### Routed metal, one colour a layer, run 1

Bar = 100 um. Two of the layers only.
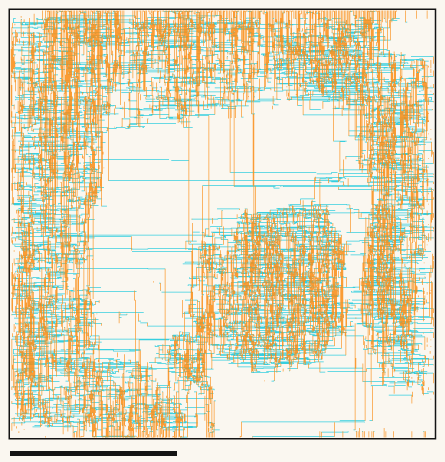
### Met2 routing, run 1

Bar = 100 um.
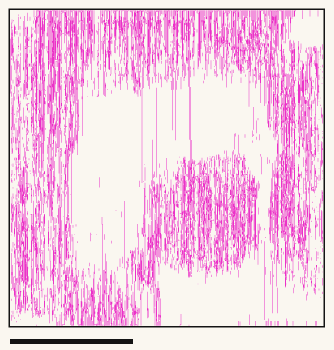
### Floorplan with the power grid, run 1

Bar = 100 um. Pins as bars on the die edge.
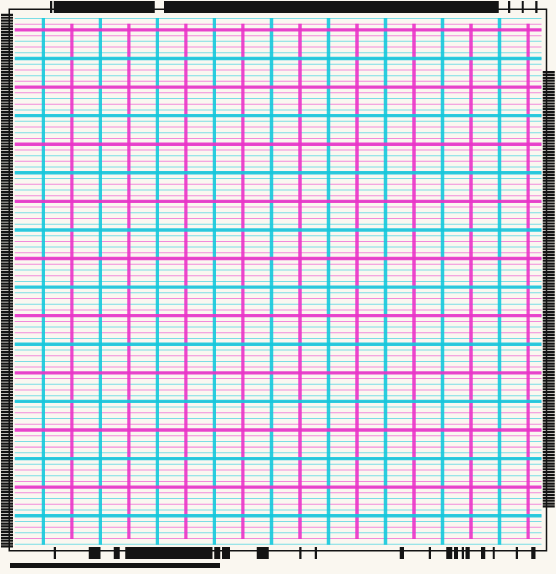
### Clock routing, run 1

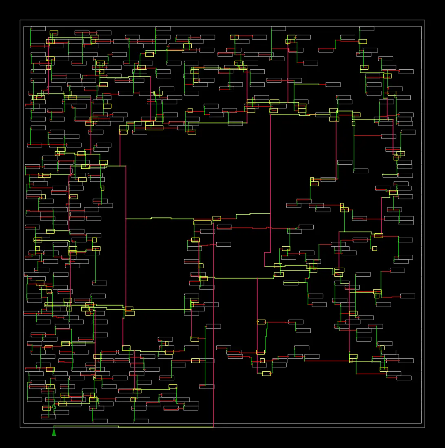
File: config.mk
export PLATFORM = sky130hd
export DESIGN_NAME = falafel_hdr_lsu
export DESIGN_NICKNAME = d
export VERILOG_FILES = /design/src/rtl/falafel_pkg.sv /design/src/rtl/falafel_lock_backoff.sv /design/src/rtl/falafel_hdr_lsu.sv
export SDC_FILE = /design/constraint.sdc
export NUM_CORES = 1
export LEC_CHECK = 0
export ABC_AREA = 1
export CAP_MARGIN = 20
export CORE_AREA = 2 2 253 255
export CTS_BUF_LIST = sky130_fd_sc_hd__clkbuf_4 sky130_fd_sc_hd__clkbuf_8
export DETAILED_ROUTE_END_ITERATION = 10
export DIE_AREA = 0 0 255 257
export PLACE_DENSITY = 0.68
export REMOVE_ABC_BUFFERS = 1
export SYNTH_ARGS = -nofsm -noshare
export SYNTH_HDL_FRONTEND = slang
export SYNTH_SLANG_ARGS = --single-unit
File: constraint.sdc
create_clock -name clk_i -period 34.8 [get_ports clk_i]
set_clock_uncertainty 0.2 [all_clocks]
set_input_delay 3.48 -clock clk_i [delete_from_list [all_inputs] [get_ports clk_i]]
set_output_delay 3.48 -clock clk_i [all_outputs]
set_load 0.05 [all_outputs]
File: src/rtl/falafel_pkg.sv
`default_nettype none
// falafel_pkg: operation/state encodings and default header layout for the falafel header LSU.
package falafel_pkg;

  localparam int DEFAULT_DATA_W           = 64;
  localparam int DEFAULT_NEXT_ADDR_OFFSET = 8;
  localparam int DEFAULT_EMPTY_KEY        = 0;

  typedef enum logic [2:0] {
    OP_LOCK         = 3'd0,
    OP_UNLOCK       = 3'd1,
    OP_LOAD         = 3'd2,
    OP_UPDATE       = 3'd3,
    OP_ALLOC_INSERT = 3'd4,
    OP_FREE_INSERT  = 3'd5,
    OP_DELETE       = 3'd6,
    OP_ILLEGAL      = 3'd7
  } falafel_lsu_op_e;

  typedef enum logic [2:0] {
    ST_IDLE     = 3'd0,
    ST_LK_LOAD  = 3'd1,
    ST_LK_CAS   = 3'd2,
    ST_BACKOFF  = 3'd3,
    ST_ACC_SIZE = 3'd4,
    ST_ACC_NEXT = 3'd5,
    ST_WAIT     = 3'd6,
    ST_RSP      = 3'd7
  } falafel_state_e;

  // First state entered after a request is accepted.
  function automatic falafel_state_e first_state(input falafel_lsu_op_e op);
    case (op)
      OP_LOCK:                                      first_state = ST_LK_LOAD;
      OP_UNLOCK, OP_LOAD, OP_UPDATE, OP_ALLOC_INSERT: first_state = ST_ACC_SIZE;
      OP_FREE_INSERT, OP_DELETE:                    first_state = ST_ACC_NEXT;
      default:                                      first_state = ST_RSP;
    endcase
  endfunction

endpackage
`default_nettype wire

File: src/rtl/falafel_lock_backoff.sv
`default_nettype none
// falafel_lock_backoff: counts failed lock tries and times the exponential backoff window.
module falafel_lock_backoff
  import falafel_pkg::*;
#(
  parameter int BACKOFF_MAX_LOG2 = 4,
  parameter int MAX_LOCK_TRIES   = 16
) (
  input  logic clk,
  input  logic rst,
  input  logic start,
  input  logic fail,
  output logic done,
  output logic give_up
);

  localparam int CNT_W = BACKOFF_MAX_LOG2 + 1;

  logic [31:0]      tries;
  logic [31:0]      tries_next;
  logic [31:0]      expo;
  logic [CNT_W-1:0] window;
  logic [CNT_W-1:0] count;

  always_comb begin
    // Saturate so the unlimited-retry case never wraps back to a short window.
    tries_next = (tries == '1) ? tries : tries + 32'd1;
    expo       = tries_next - 32'd1;
    if (expo > 32'(BACKOFF_MAX_LOG2)) begin
      expo = 32'(BACKOFF_MAX_LOG2);
    end
    window  = CNT_W'(1) << expo;
    give_up = fail && (MAX_LOCK_TRIES != 0) && (tries_next == 32'(MAX_LOCK_TRIES));
    done    = (count == CNT_W'(1));
  end

  always_ff @(posedge clk or posedge rst) begin
    if (rst) begin
      tries <= '0;
      count <= '0;
    end else if (start) begin
      tries <= '0;
      count <= '0;
    end else if (fail) begin
      tries <= tries_next;
      count <= give_up ? '0 : window;
    end else if (count != '0) begin
      count <= count - CNT_W'(1);
    end
  end

endmodule
`default_nettype wire

File: src/rtl/falafel_hdr_lsu.sv
`default_nettype none
// falafel_hdr_lsu: executes one free-list header operation per core request,
// keeping exactly one memory transaction outstanding.
module falafel_hdr_lsu
  import falafel_pkg::*;
#(
  parameter int                DATA_W           = DEFAULT_DATA_W,
  parameter logic [DATA_W-1:0] NEXT_ADDR_OFFSET = DATA_W'(DEFAULT_NEXT_ADDR_OFFSET),
  parameter logic [DATA_W-1:0] LOCK_ADDR        = '0,
  parameter logic [DATA_W-1:0] LOCK_ID          = DATA_W'(1),
  parameter logic [DATA_W-1:0] EMPTY_KEY        = DATA_W'(DEFAULT_EMPTY_KEY),
  parameter int                BACKOFF_MAX_LOG2 = 4,
  parameter int                MAX_LOCK_TRIES   = 16
) (
  input  logic              clk_i,
  input  logic              rst_i,
  input  logic              core_req_val_i,
  output logic              core_req_rdy_o,
  input  logic [2:0]        core_req_op_i,
  input  logic [DATA_W-1:0] core_req_addr_i,
  input  logic [DATA_W-1:0] core_req_size_i,
  input  logic [DATA_W-1:0] core_req_next_addr_i,
  output logic              core_rsp_val_o,
  input  logic              core_rsp_rdy_i,
  output logic [DATA_W-1:0] core_rsp_addr_o,
  output logic [DATA_W-1:0] core_rsp_size_o,
  output logic [DATA_W-1:0] core_rsp_next_addr_o,
  output logic              core_rsp_err_o,
  output logic              mem_req_val_o,
  input  logic              mem_req_rdy_i,
  output logic              mem_req_is_write_o,
  output logic              mem_req_is_cas_o,
  output logic [DATA_W-1:0] mem_req_addr_o,
  output logic [DATA_W-1:0] mem_req_data_o,
  output logic [DATA_W-1:0] mem_req_cas_exp_o,
  input  logic              mem_rsp_val_i,
  output logic              mem_rsp_rdy_o,
  input  logic [DATA_W-1:0] mem_rsp_data_i
);

  falafel_state_e  state;
  falafel_state_e  state_next;
  falafel_state_e  phase;
  falafel_lsu_op_e op_q;
  falafel_lsu_op_e req_op;

  logic [DATA_W-1:0] addr_q;
  logic [DATA_W-1:0] size_q;
  logic [DATA_W-1:0] next_q;
  logic [DATA_W-1:0] rsp_size_q;
  logic [DATA_W-1:0] rsp_next_q;
  logic [DATA_W-1:0] next_word_addr;
  logic              err_q;

  logic accept;
  logic mem_fire;
  logic mem_take;
  logic fail;
  logic give_up;
  logic backoff_done;

  assign req_op         = falafel_lsu_op_e'(core_req_op_i);
  assign next_word_addr = addr_q + NEXT_ADDR_OFFSET;

  assign core_rsp_addr_o      = addr_q;
  assign core_rsp_size_o      = rsp_size_q;
  assign core_rsp_next_addr_o = rsp_next_q;
  assign core_rsp_err_o       = err_q;

  falafel_lock_backoff #(
    .BACKOFF_MAX_LOG2 (BACKOFF_MAX_LOG2),
    .MAX_LOCK_TRIES   (MAX_LOCK_TRIES)
  ) u_backoff (
    .clk     (clk_i),
    .rst     (rst_i),
    .start   (accept),
    .fail    (fail),
    .done    (backoff_done),
    .give_up (give_up)
  );

  always_ff @(posedge clk_i or posedge rst_i) begin
    if (rst_i) begin
      state <= ST_IDLE;
    end else begin
      state <= state_next;
    end
  end

  always_comb begin
    state_next         = state;
    core_req_rdy_o     = 1'b0;
    core_rsp_val_o     = 1'b0;
    mem_req_val_o      = 1'b0;
    mem_req_is_write_o = 1'b0;
    mem_req_is_cas_o   = 1'b0;
    mem_req_addr_o     = '0;
    mem_req_data_o     = '0;
    mem_req_cas_exp_o  = '0;
    mem_rsp_rdy_o      = 1'b0;
    accept             = 1'b0;
    mem_take           = 1'b0;
    fail               = 1'b0;

    case (state)
      ST_IDLE: begin
        // Ready is masked during reset so every output reads 0 while rst_i is high.
        core_req_rdy_o = !rst_i;
        accept         = core_req_val_i && !rst_i;
        if (accept) begin
          state_next = first_state(req_op);
        end
      end
      ST_LK_LOAD: begin
        mem_req_val_o  = 1'b1;
        mem_req_addr_o = LOCK_ADDR;
      end
      ST_LK_CAS: begin
        mem_req_val_o     = 1'b1;
        mem_req_is_cas_o  = 1'b1;
        mem_req_addr_o    = LOCK_ADDR;
        mem_req_data_o    = LOCK_ID;
        mem_req_cas_exp_o = EMPTY_KEY;
      end
      ST_ACC_SIZE: begin
        mem_req_val_o = 1'b1;
        case (op_q)
          OP_LOAD: begin
            mem_req_addr_o = addr_q;
          end
          OP_UNLOCK: begin
            mem_req_is_write_o = 1'b1;
            mem_req_addr_o     = LOCK_ADDR;
            mem_req_data_o     = EMPTY_KEY;
          end
          default: begin
            mem_req_is_write_o = 1'b1;
            mem_req_addr_o     = addr_q;
            mem_req_data_o     = size_q;
          end
        endcase
      end
      ST_ACC_NEXT: begin
        mem_req_val_o      = 1'b1;
        mem_req_addr_o     = next_word_addr;
        mem_req_is_write_o = (op_q != OP_LOAD);
        mem_req_data_o     = (op_q != OP_LOAD) ? next_q : '0;
      end
      ST_WAIT: begin
        mem_rsp_rdy_o = 1'b1;
        mem_take      = mem_rsp_val_i;
        if (mem_take) begin
          case (phase)
            ST_LK_LOAD: begin
              if (mem_rsp_data_i == EMPTY_KEY) state_next = ST_LK_CAS;
              else                             fail       = 1'b1;
            end
            ST_LK_CAS: begin
              if (mem_rsp_data_i == EMPTY_KEY) state_next = ST_RSP;
              else                             fail       = 1'b1;
            end
            ST_ACC_SIZE: state_next = (op_q == OP_UNLOCK) ? ST_RSP : ST_ACC_NEXT;
            default:     state_next = ST_RSP;
          endcase
          if (fail) begin
            state_next = give_up ? ST_RSP : ST_BACKOFF;
          end
        end
      end
      ST_BACKOFF: begin
        if (backoff_done) begin
          state_next = ST_LK_LOAD;
        end
      end
      ST_RSP: begin
        core_rsp_val_o = 1'b1;
        if (core_rsp_rdy_i) begin
          state_next = ST_IDLE;
        end
      end
      default: state_next = ST_IDLE;
    endcase

    mem_fire = mem_req_val_o && mem_req_rdy_i;
    if (mem_fire) begin
      state_next = ST_WAIT;
    end
  end

  always_ff @(posedge clk_i or posedge rst_i) begin
    if (rst_i) begin
      op_q       <= OP_LOCK;
      phase      <= ST_IDLE;
      addr_q     <= '0;
      size_q     <= '0;
      next_q     <= '0;
      rsp_size_q <= '0;
      rsp_next_q <= '0;
      err_q      <= 1'b0;
    end else begin
      if (accept) begin
        op_q       <= req_op;
        addr_q     <= core_req_addr_i;
        size_q     <= core_req_size_i;
        next_q     <= core_req_next_addr_i;
        rsp_size_q <= '0;
        rsp_next_q <= '0;
        err_q      <= (req_op == OP_ILLEGAL);
      end
      // Remember which access is in flight so WAIT knows where to resume.
      if (mem_fire) begin
        phase <= state;
      end
      if (mem_take && (op_q == OP_LOAD)) begin
        if (phase == ST_ACC_SIZE) rsp_size_q <= mem_rsp_data_i;
        if (phase == ST_ACC_NEXT) rsp_next_q <= mem_rsp_data_i;
      end
      if (give_up) begin
        err_q <= 1'b1;
      end
    end
  end

endmodule
`default_nettype wire

==> results.json, run 1 <==
{
  "status": "finished, final reports clean",
  "edf_count": 0,
  "yosys-top-cells-count": "367 x dfrtp_1, 365 x nand2_1, 304 x inv_1, 286 x nor2_1, 255 x nand3_1",
  "min_path_type": "reg -> reg",
  "most_common_cell": "dfrtp_1",
  "highest_layer_used_for_signal_routing": "met5",
  "cts_hold_buf": 0,
  "path_delay_family": "buffers and inverters",
  "seq-cell-share": 0.325,
  "global_route.usage.met3": 0.0716,
  "clockPowerShare": 0.161,
  "power_combinational_mw": 1.80,
  "routed-wl-met3_um": 7200,
  "p_leak_nw": 12.9,
  "clk_path_buf_depth": 3,
  "path_buffers": 7,
  "effective_utilization_at_floorplan": 0.321,
  "num-multi-input-gates": 1698,
  "clock_buffers": 113,
  "finalCoreUtilization": 0.450,
  "grt_pass1_wl_um": 116000,
  "placement_rows": 92,
  "cells_along_the_critical_path": "inv_1 -> nand2_1 -> nor2_4 -> buf_4 -> inv_1 -> buf_4 -> nor2_4 -> buf_4 -> clkinv_1 -> o32ai_1 -> clkdlybuf4s50_1",
  "grt_most_used_layer": "met2",
  "post_synth_inst_count": 2497,
  "tool_warnings": 37,
  "clock_tree_area_fraction": 0.0578,
  "mux_share": 0.0549,
  "synthesis.yosys.warnings": 0,
  "grt.met1_usage": 0.265,
  "drt.antenna.violating_nets": 0,
  "p_comb_frac": 0.594,
  "path_clk_slew_ps": 60,
  "nonClockBufferCount": 613,
  "grt_pass1_vias": 19700,
  "cts_tree": "yes",
  "clock-root-buffer": "clkbuf_8",
  "cp.required_ps": 31120,
  "final_standard_cell_area_without_fillers_mm2": 0.0283,
  "seqCellArea_mm2": 0.00918,
  "worst_margin_slew_ps": 1110,
  "cts_resized": 0,
  "met2WireLength_um": 37200,
  "chip_area_mm2": 0.0655,
  "drt-met1-wl_um": 29600,
  "placed_cells": 3834,
  "intPower_mw": 1.45,
  "dp.final_hpwl_um": 57300,
  "detail_route.vias_per_cell": 5.02,
  "layout.non_clock_inverters": 310,
  "critical-path-slowest-cell": "clkdlybuf4s50_1",
  "setup_viol_count_final": 0,
  "yosys-stat-area_mm2": 0.0201,
  "pwr-share-seq": 0.245,
  "io_pins": 656,
  "drt_iter0_drc": 1585,
  "synth_top_cell_by_area": "dfrtp_1",
  "final_min_period_over_clock_period": 0.251,
  "timing.hold.ws_ps": 305,
  "worst_setup_path_start_kind": "register",
  "cp_data_arrival_time_ps": 5060,
  "synthAdderAreaFrac": 0.00436,
  "synth-cells-yosys": 2497,
  "cts.repair_timing.setup_buffer_count": 0,
  "area.share.combinational": 0.322,
  "netSwitchingPower_mw": 1.58,
  "gpl.final_weighted_congestion": 0.954,
  "maxSlewHeadroom": 0.262,
  "cp_max_fo": 47,
  "post-route-worst-setup-slack_ps": 26060,
  "fillers": 6266,
  "buffer_ports.inserted": 591,
  "yosys_register_bits": 367,
  "cts_h_tree_depth": 3,
  "worst_setup_path_end_kind": "output pin",
  "die-width_um": 255,
  "finalCriticalPeriod_ps": 8740,
  "finalPower_mw": 3.03,
  "max-vdd-ir-drop_mv": 0.0638,
  "grt_max_degree": 173,
  "power.switching_fraction": 0.522,
  "asyncSetResetFlopFracSynth": 1.00,
  "timing.final.hold_violations": 0,
  "yosys.cell_types.count": 49,
  "netlist.area_leader.share": 0.457
}
Back to the opening pictures, 'Routed metal, one colour a layer':
- cyan: met1 (wire length 29.6 mm)
- orange: met2 (wire length 37.2 mm)
global-route total usage across every layer: 0.230
post-DR wirelength/cell: 19.5 um
final wirelength: 77,600 um
vias: 20,000

Back to the opening pictures, 'Met2 routing':
- share of all routed wire: 48%
- longest straight run: 105 um
- nets with wire on the layer: 2,829
M2 GR Usage: 0.381

Back to the opening pictures, 'Floorplan with the power grid':
- cyan: VSS
- magenta: VDD
- met1 rails: 93
- met4 straps: 18
- rows: 92
- met5 straps: 18
- signal pins: 656
chip height: 257 um
placeable core region: 0.0627 mm2

Back to the opening pictures, 'Clock routing':
number of flip-flops and latches: 367
clock insertion delay at the later pin of the skew report: 640 ps
CTS buffer count: 73
number of clock sinks seen by CTS: 367
total clock network power: 0.489 mW

-- run 1: state kept, by name (all words and copies together) (netlist names) --
signal	flops
core_rsp_addr_o	64
core_rsp_err_o	1
core_rsp_next_addr_o	64
core_rsp_size_o	64
next_q	64
op_q	3
phase	3
size_q	64
state	3
u_backoff.count	5
u_backoff.tries	32
-- run 1: path summary, 6_finish.rpt --
path                                           from                       end  slack, ps  cells past startpoint
max                                        state[1]        mem_req_data_o[62]      26060                     11
min                        core_rsp_next_addr_o[49]  core_rsp_next_addr_o[49]        310                      2
max reg2reg                      u_backoff.tries[0]        u_backoff.count[0]      30120                     21
min reg2reg                core_rsp_next_addr_o[49]  core_rsp_next_addr_o[49]        310                      2
max in group asynchronous                     rst_i                size_q[38]      28840                      4
min in group asynchronous                     rst_i       core_rsp_size_o[48]       3300                      2
==> run 2: changes to the inputs <==
- CORE_AREA: 2 2 253 255 -> 2 2 255 257
- DIE_AREA: 0 0 255 257 -> 0 0 257 259
- PLACE_DENSITY: 0.68 -> 0.67
- clock period: 34.8 -> 9.1 ns (I/O delays scaled with it)
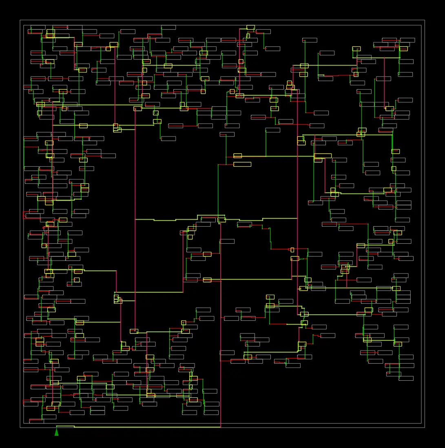
*Clock routing, run 2*
final-layout clock buffer total: 106
CTS buffer count: 71
total clock network power: 1.79 mW

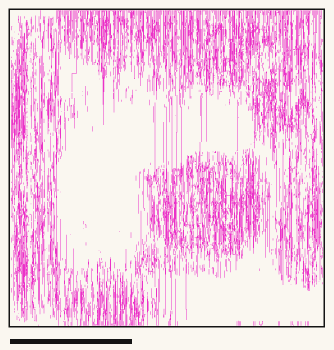
*Met2 routing, run 2*
Bar = 100 um.
- longest straight run: 120 um
- nets with wire on the layer: 2,815
- share of all routed wire: 47%
- main direction: vertical
- wire length on this layer: 36.3 mm
M2 GR Usage: 0.367
vias: 19,800
final wirelength: 77,700 um

==> results.json, run 2 <==
{
  "status": "finished, final reports clean",
  "worst_setup_path_end_kind": "output pin",
  "p_comb_frac": 0.597,
  "finalPower_mw": 11.5,
  "worst_setup_path_start_kind": "register",
  "most_frequent_cells_in_the_layout": "591 x clkdlybuf4s50_1, 367 x dfrtp_1, 363 x nand2_1, 301 x inv_1, 282 x nor2_1",
  "die-width_um": 257,
  "gpl.final_weighted_congestion": 0.939,
  "yosys-top-cells-count": "367 x dfrtp_1, 365 x nand2_1, 304 x inv_1, 286 x nor2_1, 255 x nand3_1",
  "path_buffers": 1,
  "critPathKind": "reg -> out",
  "synthesis.area_mm2": 0.0201,
  "effective_utilization_at_floorplan": 0.315,
  "post_drt_wl_per_cell_um": 19.6,
  "cts_hold_buf": 0,
  "finalCoreUtilization": 0.440,
  "design.final.nets": 3331,
  "synthesis.yosys.warnings": 0,
  "seqCellArea_mm2": 0.00918,
  "grt_use_total": 0.226,
  "timing_max_transition_violations_final": 0,
  "topCellsByArea": "dfrtp_1 46%, nand2_1 6.8%, nand3_1 6.3%",
  "dp.final_hpwl_um": 57300,
  "dominantRegCellSynth": "dfrtp_1",
  "fillers": 6358,
  "drt.antenna.violating_nets": 0,
  "critical-path-slowest-cell": "clkdlybuf4s50_1",
  "mux_share": 0.0549,
  "cts_sinks": 367,
  "core-area_mm2": 0.0639,
  "cp_max_fo": 7,
  "setup_viol_count_final": 0,
  "cts_resized": 0,
  "cts.repair_timing.setup_buffer_count": 0,
  "cp_slowest_stage_delay_ps": 910,
  "worstReg2RegStart": "u_backoff.tries[0]",
  "most_common_cell": "dfrtp_1",
  "grt_overflow": 0,
  "io_pins": 656,
  "worst_setup_path_startpoint": "core_rsp_addr_o[3]",
  "clock-root-buffer": "clkbuf_8",
  "power_leader": "combinational cells",
  "path_delay_family": "simple AND/OR/NAND/NOR gates",
  "cts_tree": "yes",
  "post_route_cells_drive_above_1_share": 0.0940,
  "hold_end": "core_rsp_size_o[23]",
  "pwr-share-seq": 0.247,
  "post_synth_main_logic_family": "simple AND/OR/NAND/NOR gates",
  "edf_count": 0,
  "cp.required_ps": 7990,
  "place_worst_setup_slack_ps": 3970,
  "detail_route.vias_per_cell": 5.01,
  "max-vdd-ir-drop_mv": 0.231,
  "grt_max_degree": 150,
  "synth-cells-yosys": 2497,
  "clockPowerShare": 0.156,
  "critical_path_depth": 14,
  "power.switching_fraction": 0.524,
  "placement_rows": 93,
  "grt_pass1_wl_um": 118000,
  "simple_gate_area_frac": 0.234,
  "final_min_period_over_clock_period": 0.647,
  "synthAdderAreaFrac": 0.00436,
  "tns_ps": 0,
  "intPower_mw": 5.47,
  "final_standard_cell_area_without_fillers_mm2": 0.0281,
  "finalCriticalPeriod_ps": 5890,
  "cells_along_the_critical_path": "ha_1 -> nand2_1 -> nor2_1 -> nand4_1 -> nor3_1 -> nand3_1 -> nor2_1 -> nand3_1 -> nor3_1 -> nand2_1 -> nor2_1 -> nand2_1 -> a211oi_1 -> clkdlybuf4s50_1",
  "crit_path_to": "mem_req_addr_o[47]",
  "flow.area_growth_from_synthesis_pct": 39.9,
  "tool_warnings": 32,
  "yosys.cell_types.count": 49,
  "rsz0062_at_grt": "no",
  "holdPathStages": 2,
  "netSwitchingPower_mw": 6.03,
  "worst_margin_slew_ps": 1070,
  "netlist.area_leader.share": 0.457,
  "fmax_achieved_ghz": 0.170,
  "drt_first_pass_iters": 5,
  "drc_errors": 0,
  "p_leak_nw": 12.8,
  "buffer_ports.inserted": 591,
  "grt_pass1_vias": 19500,
  "clk_path_buf_depth": 3,
  "timing.hold.ws_ps": 304,
  "r2r_slack_ps": 4340,
  "compound_area_frac": 0.134,
  "cp_data_arrival_time_ps": 4780,
  "power.density_mw_per_mm2": 409,
  "asyncSetResetFlopFracSynth": 1.00,
  "min_from": "core_rsp_size_o[23]",
  "drt_iter0_drc": 1544,
  "yosys-stat-area_mm2": 0.0201,
  "synth.yosys.seq_area_share": 0.457,
  "mi_logic_area_mm2": 0.00909,
  "post_synth_inst_count": 2497,
  "layout_top_cell": "clkdlybuf4s50_1",
  "worstRegToRegCells": 21,
  "die.size.y_um": 259,
  "timing.final.hold_violations": 0,
  "post-route-worst-setup-slack_ps": 3210,
  "chip_area_mm2": 0.0666,
  "number_of_cells_in_the_finished_layout_apart_from_fillers": 3965,
  "synth_top_cell_by_area": "dfrtp_1",
  "xor_area_frac": 0.0110,
  "cts_h_tree_depth": 3,
  "path_clk_slew_ps": 60,
  "min_path_type": "reg -> reg",
  "drv.max_cap_violation_count": 0,
  "power_combinational_mw": 6.87,
  "place_area_mm2": 0.0266,
  "critical_path.reg2reg.endpoint": "u_backoff.count[0]",
  "power.sequential.total_mw": 2.84,
  "clock.latency.late_pin_ps": 640,
  "maxSlewHeadroom": 0.284,
  "yosys_register_bits": 367,
  "placed_cells": 3841,
  "grt_antenna_before_repair": 4,
  "post_synth.cell_area_avg_um2": 8.05
}
==> run 2: netlist changes by cell type in the layout (fill, tap and decap cells not counted), sizes merged <==
| cell | before | now |
|---|---|---|
| buf | 22 | 20 |
| clkbuf | 113 | 106 |
| clkinv | 15 | 10 |
| clkinvlp | 1 | 4 |
| diode | 10 | 2 |
| inv | 309 | 310 |
==> run 2: final cells by class <==
type / count / area share
clock inverter: 16 / 0.00592
multi-input combinational: 1698 / 0.323
sequential: 367 / 0.327
timing repair buffer: 611 / 0.217
tap: 855 / 0.0380
antenna: 2 / 0.000178
clock buffer: 106 / 0.0481
inverter: 310 / 0.0416
==> run 2: routing by layer <==
layer  vias up  routed length [um]  global-route usage
li1       9379                   -                   -
met1      9453               31700               0.285
met2       885               36300               0.367
met3       128                7220              0.0665
met4         4                2410              0.0838
met5         -                  22                   0
==> run 3: changes to the inputs <==
- clock period: 9.1 -> 6.02 ns (I/O delays scaled with it)
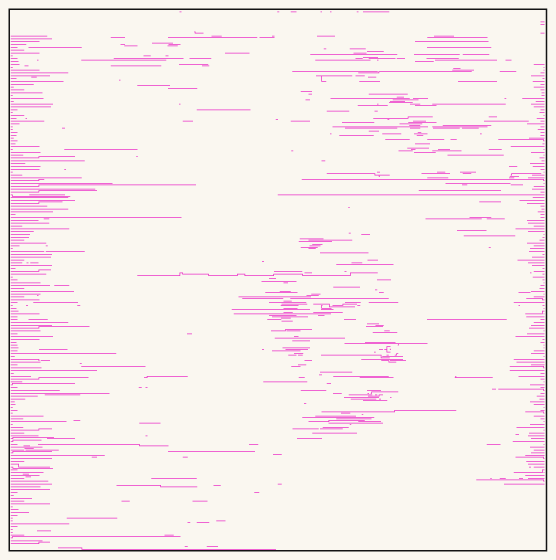
*Metal 3, run 3*
- share of all routed wire: 9.3%
- wire length on this layer: 7,340 um
- longest straight run: 128 um
final wirelength: 78,600 um
vias: 20,000

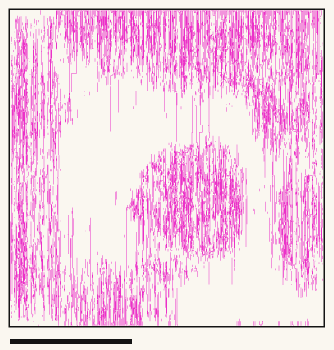
*Met2 routing, run 3*
Bar = 100 um.
- wire length on this layer: 36.1 mm
- longest straight run: 100 um
- main direction: vertical
M2 GR Usage: 0.365

==> results.json, run 3 <==
{
  "cp_data_arrival_time_ps": 4700,
  "holdPathStages": 1,
  "topCellsByArea": "dfrtp_1 46%, nand2_1 6.8%, nand3_1 6.3%",
  "detail_route.vias_per_cell": 5.02,
  "hold_end": "size_q[0]",
  "grt_max_degree": 124,
  "grt_overflow": 0,
  "cp.required_ps": 5220,
  "cts_hold_buf": 0,
  "rsz0062_at_grt": "no",
  "post_drt_wl_per_cell_um": 19.7,
  "gpl.final_weighted_congestion": 0.981,
  "yosys_register_bits": 367,
  "highest_layer_used_for_signal_routing": "met5",
  "yosys-top-cells-count": "367 x dfrtp_1, 365 x nand2_1, 304 x inv_1, 286 x nor2_1, 255 x nand3_1",
  "p_leak_nw": 12.9,
  "drt_first_pass_iters": 6,
  "grt_pass1_vias": 19600,
  "cells_along_the_critical_path": "ha_1 -> nand2_1 -> nor2_1 -> nand4_1 -> nor3_1 -> nand3_1 -> nor2_1 -> nand3_1 -> nor3_1 -> nand2_1 -> nor2_1 -> nand2_1 -> a211oi_1 -> clkdlybuf4s50_1",
  "critPathKind": "reg -> out",
  "timing.hold.ws_ps": 303,
  "io_pins": 656,
  "grt.met1_usage": 0.289,
  "drt.antenna.violating_nets": 0,
  "dp.final_hpwl_um": 58100,
  "drv.max_cap_violation_count": 0,
  "worst_setup_path_start_kind": "register",
  "status": "finished, final reports clean",
  "global_route.usage.met3": 0.0672,
  "die.size.y_um": 259,
  "cp_slowest_stage_delay_ps": 900,
  "cts_sinks": 367,
  "power_combinational_mw": 10.5,
  "critical-path-slowest-cell": "clkdlybuf4s50_1",
  "clockPowerShare": 0.158,
  "drt-met1-wl_um": 32200,
  "routed-wl-met3_um": 7340,
  "core-area_mm2": 0.0639,
  "worstRegToRegCells": 19,
  "min_from": "size_q[0]",
  "max-vdd-ir-drop_mv": 0.317,
  "p_comb_frac": 0.597,
  "power_leader": "combinational cells",
  "synth-cells-yosys": 2497,
  "min_path_type": "reg -> reg",
  "post_synth_main_logic_family": "simple AND/OR/NAND/NOR gates",
  "worst_setup_path_end_kind": "output pin",
  "worst_setup_path_startpoint": "core_rsp_addr_o[3]",
  "timing.final.hold_violations": 0,
  "fmax_achieved_ghz": 0.182,
  "compound_area_frac": 0.134,
  "simple_gate_area_frac": 0.234,
  "power.sequential.total_mw": 4.29,
  "post-route-worst-setup-slack_ps": 514,
  "path_delay_family": "simple AND/OR/NAND/NOR gates",
  "edf_count": 0,
  "finalCriticalPeriod_ps": 5510,
  "die-width_um": 257,
  "intPower_mw": 8.34,
  "most_common_cell": "dfrtp_1",
  "pwr-share-seq": 0.245,
  "maxSlewHeadroom": 0.348,
  "number_of_cells_in_the_finished_layout_apart_from_fillers": 3980,
  "layout_top_cell": "clkdlybuf4s50_1",
  "path_clk_slew_ps": 60,
  "power.density_mw_per_mm2": 620,
  "worstReg2RegStart": "u_backoff.tries[0]",
  "path_buffers": 1,
  "met2WireLength_um": 36100,
  "finalPower_mw": 17.5,
  "drc_errors": 0,
  "cp_max_fo": 7,
  "tns_ps": 0,
  "timing_max_transition_violations_final": 0,
  "r2r_slack_ps": 1650,
  "chip_area_mm2": 0.0666,
  "buffer_ports.inserted": 591,
  "synth.yosys.seq_area_share": 0.457,
  "synthAdderAreaFrac": 0.00436,
  "placement_rows": 93,
  "effective_utilization_at_floorplan": 0.315,
  "post_synth.cell_area_avg_um2": 8.05,
  "synth_top_cell_by_area": "dfrtp_1"
}
[run 3: netlist changes by cell type in the layout (fill, tap and decap cells not counted), sizes merged]
cell      previous run  this run
clkbuf             106       112
buf                 20        25
diode                2         7
clkinvlp             4         2
inv                310       311
[run 3: area by class of cell]
cell class / count / area [um2] / area share
Clock inverter: 15 / 173 / 0.00610
Sequential cell: 367 / 9180 / 0.325
Tap cell: 855 / 1070 / 0.0378
Clock buffer: 112 / 1410 / 0.0498
Inverter: 310 / 1170 / 0.0414
Timing Repair Buffer: 616 / 6180 / 0.218
Multi-Input combinational cell: 1698 / 9090 / 0.321
Antenna cell: 7 / 17.5 / 0.000619
Power and IR drop assume default switching activity.
